### The clock network

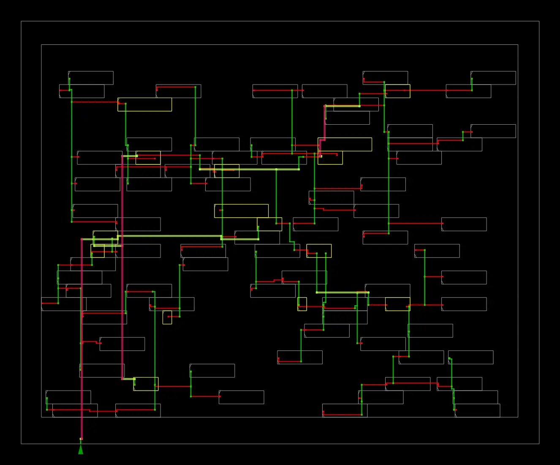
### Drive-strength map

Bar = 20 um.
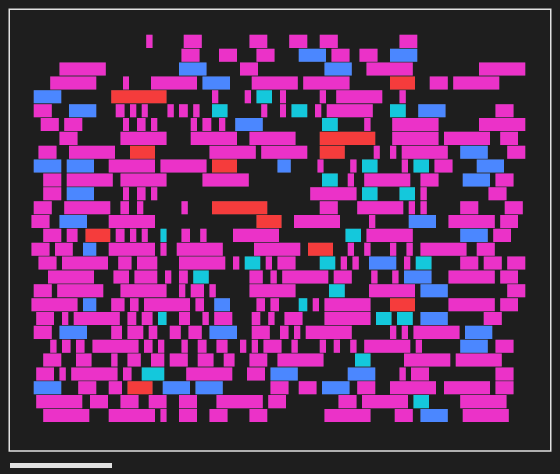
### M4 wires

Bar = 20 um. Cells faint in the background.
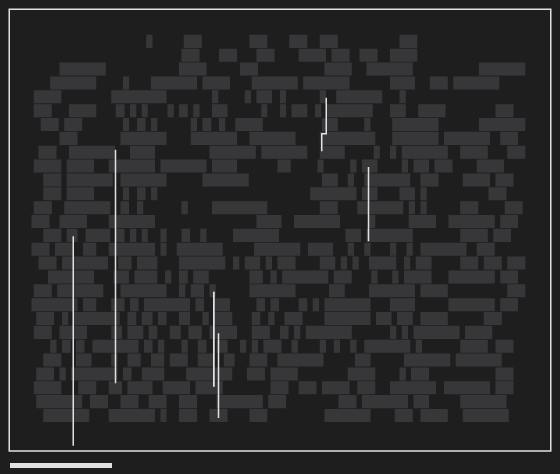
==> config.mk <==
export PLATFORM = sky130hd
export DESIGN_NAME = nios2_small_nios2_qsys_oci_dct_packer
export DESIGN_NICKNAME = d
export VERILOG_FILES = /design/src/rtl/nios2_small_oci_dct_pkg.sv /design/src/rtl/nios2_small_oci_tw_slot.sv /design/src/rtl/nios2_small_nios2_qsys_oci_dct_packer.sv
export SDC_FILE = /design/constraint.sdc
export NUM_CORES = 1
export LEC_CHECK = 0
export CELL_PAD_IN_SITES_DETAIL_PLACEMENT = 1
export CELL_PAD_IN_SITES_GLOBAL_PLACEMENT = 1
export CORE_ASPECT_RATIO = 0.8
export CORE_MARGIN = 4
export CORE_UTILIZATION = 42
export DETAILED_ROUTE_END_ITERATION = 12
export PLACE_DENSITY = 0.93
export SETUP_SLACK_MARGIN = 0.4
export SYNTH_ARGS = -nofsm -noshare
export SYNTH_HDL_FRONTEND = slang
export SYNTH_SLANG_ARGS = --single-unit
==> constraint.sdc <==
create_clock -name clk -period 5.8 [get_ports clk]
set_clock_uncertainty 0.05 [all_clocks]
set_input_delay 0.87 -clock clk [delete_from_list [all_inputs] [get_ports clk]]
set_output_delay 0.87 -clock clk [all_outputs]
set_load 0.01 [all_outputs]
==> impl_metrics.py <==
# Physical implementation metrics
metrics = {
    "power_and_ir_drop": {
        "p_per_area_nw_per_um2": 441,
        "p_comb_share_pct": 37.0,
        "seqPwrFrac_pct": 37.7,
        "clockPowerShare_pct": 25.3,
        "switching_share_pct": 33.8,
        "ir_worst_vdd_uv": 292,
        "p_int_mw": 1.23,
    },
    "detailed_routing": {
        "vias_per_cell": 5.05,
        "route.detailed.drc": 0,
        "detail-route-antenna-nets": 0,
    },
    "global_routing": {
        "antenna_found_initial": 0,
        "grt-ovfl-total": 0,
        "grt_pass1_vias": 2470,
        "grt_max_degree": 74,
    },
    "cells_and_area": {
        "layout.cells.most_common_list": "clkdlybuf4s50_1, dfrtp_1, nand2_1",
        "logic_area_um2": 1220,
        "final-seq-area_um2": 1830,
        "fill_cells": 779,
        "finalNetCount": 344,
        "post-route-util_pct": 56.8,
        "layout.cells.most_common": "clkdlybuf4s50_1",
        "antenna_cells": 0,
        "final_layout_size_suffix_gt1_share_pct": 21.5,
    },
    "synthesis": {
        "ys_sh_mux_pct": 15.7,
        "enable_flop_cells": 0,
        "yosys_cells": 264,
        "syn_area_um2": 3230,
        "synthCells": 264,
        "ys_sh_xor_pct": 0,
        "yosysSeqAreaShare_pct": 56.6,
        "fp_nets": 273,
        "synthArstFlopShare_pct": 100,
        "ys_area_um2": 3230,
        "yosys_most_used_dff": "dfrtp_1",
        "ys.flops": 73,
        "ys_sh_adder_pct": 0.388,
        "synth_cell_types": 35,
        "area_leaders": "dfrtp_1, mux2_4, nand2_1",
    },
    "final_timing": {
        "layout_setup_ws_ns": 2.89,
        "setup_viol": 0,
        "fmax_ghz": 0.344,
        "fin_crit_sh_pct": 50.1,
        "relSlewSlack_pct": 27.0,
        "rsz0062_at_grt": "false",
        "whs_ns": 0.408,
        "finalSetupTns_ns": 0,
        "tightest_slew_ns": 1.10,
        "period_minus_slack_ns": 2.91,
    },
    "floorplan": {
        "fp_util_pct": 43.4,
        "die_width_um": 106,
        "ioPinCount": 80,
        "dieArea_um2": 9160,
        "core-area_um2": 7430,
    },
    "critical_path": {
        "crit_cells": 9,
        "reg2reg_setup_slack_ns": 3.25,
        "timing.reg2reg.worst_path_depth": 4,
        "cpMaxStageDelayCell": "clkdlybuf4s50_1",
        "critical_path_class": "input port to flip-flop",
        "endpoint_kind": "flip-flop",
        "path_cells": "clkdlybuf4s50_1 -> nor2b_1 -> nor2_1 -> nor2_1 -> ha_1 -> a211oi_1 -> o21ai_0 -> o21a_1 -> o31a_1",
        "critical_path.max_stage_delay_ns": 0.44,
    },
    "clocking": {
        "clock-root-buffer": "clkbuf_8",
        "ctsHoldBuffers": 0,
        "cts_resized": 0,
        "cts_tree": "built",
        "clk_pin_slew_ns": 0.07,
    },
    "place": {
        "port_buffers": 78,
        "place_ws_ns": 2.58,
        "dp_hpwl_mm": 5.32,
        "gp_congestion": 0.755,
    },
    "outcome": {
        "outcome": "complete, no violations",
    },
    "hold_path": {
        "min_path_type": "flip-flop to flip-flop",
    },
}
About 'The clock network':
CTS Buf Count: 9
Worst-Skew Late Latency: 0.35 ns
seq_cells: 73
clock-net power: 0.471 mW
clock sinks: 73

About 'Drive-strength map':
[red] _6 and larger | cells: 12 | share: 3.5%
[magenta] _0 and _1 cells | cells: 266 | share: 78%
[cyan] _2 cells | cells: 24 | share: 7.1%
[blue] _3 and _4 cells | cells: 37 | share: 11%
Non-CTS buffers: 79
Synth-to-Final Area Change: 30.7%

About 'M4 wires':
main direction: vertical
nets with wire on the layer: 5
share of all routed wire: 1.9%
WL final: 7.76 mm
via count: 2244

[power groups by stage]
stage	clock [mW]	sequential (mW)	combinational, mW
4_1_cts	0.485	0.702	0.699
2_1_floorplan	0	0.711	0.492
5_1_grt	0.507	0.718	0.742
3_3_place_gp	0	0.700	0.661
3_5_place_dp	0	0.710	0.697
6_report	0.471	0.701	0.688
[area by class of cell]
| class | count | share of cell area (%) |
|---|---|---|
| timing repair buffer | 79 | 18.6 |
| clock inverter | 6 | 2.55 |
| multi-input combinational | 167 | 29.0 |
| clock buffer | 9 | 2.94 |
| inverter | 5 | 0.445 |
| sequential | 73 | 43.3 |
| tap | 105 | 3.11 |
[cells by family (layout without fill, tap and decap cells)]
group / after synthesis / after routing
flip-flops: 73 / 73
adder cells (fa/ha/maj): 1 / 1
multiplexers: 34 / 34
buffers and inverters: 24 / 99
other: 1 / 1
AND-OR/OR-AND: 54 / 54
AND/OR/NAND/NOR: 77 / 77
[per-stage QoR]
step           cell area [um2]  cells
2_1_floorplan             3230    264
3_3_place_gp              3990    429
3_5_place_dp              3990    429
4_1_cts                   4220    444
5_1_grt                   4220    444
6_report                  4220    444
[cell usage after synthesis, types with 2 or more instances]
cell type / number
buf_6: 9
clkbuf_1: 4
dfrtp_1: 73
nor3_1: 3
o21ai_0: 2
nor2_1: 6
inv_1: 4
buf_4: 2
mux2_4: 33
a21oi_2: 19
o21ai_1: 5
a21o_1: 3
a21oi_1: 13
a211oi_1: 2
o21a_1: 3
buf_2: 3
nand2_1: 62
[layer usage]
layer	wire length (um)	up-vias	global-route usage, %
met1	3500	1141	24.1
met4	146	0	8.00
met2	3770	67	29.8
met3	346	13	4.62
met5	0	-	0
li1	-	1023	-
Power and IR drop assume default switching activity.
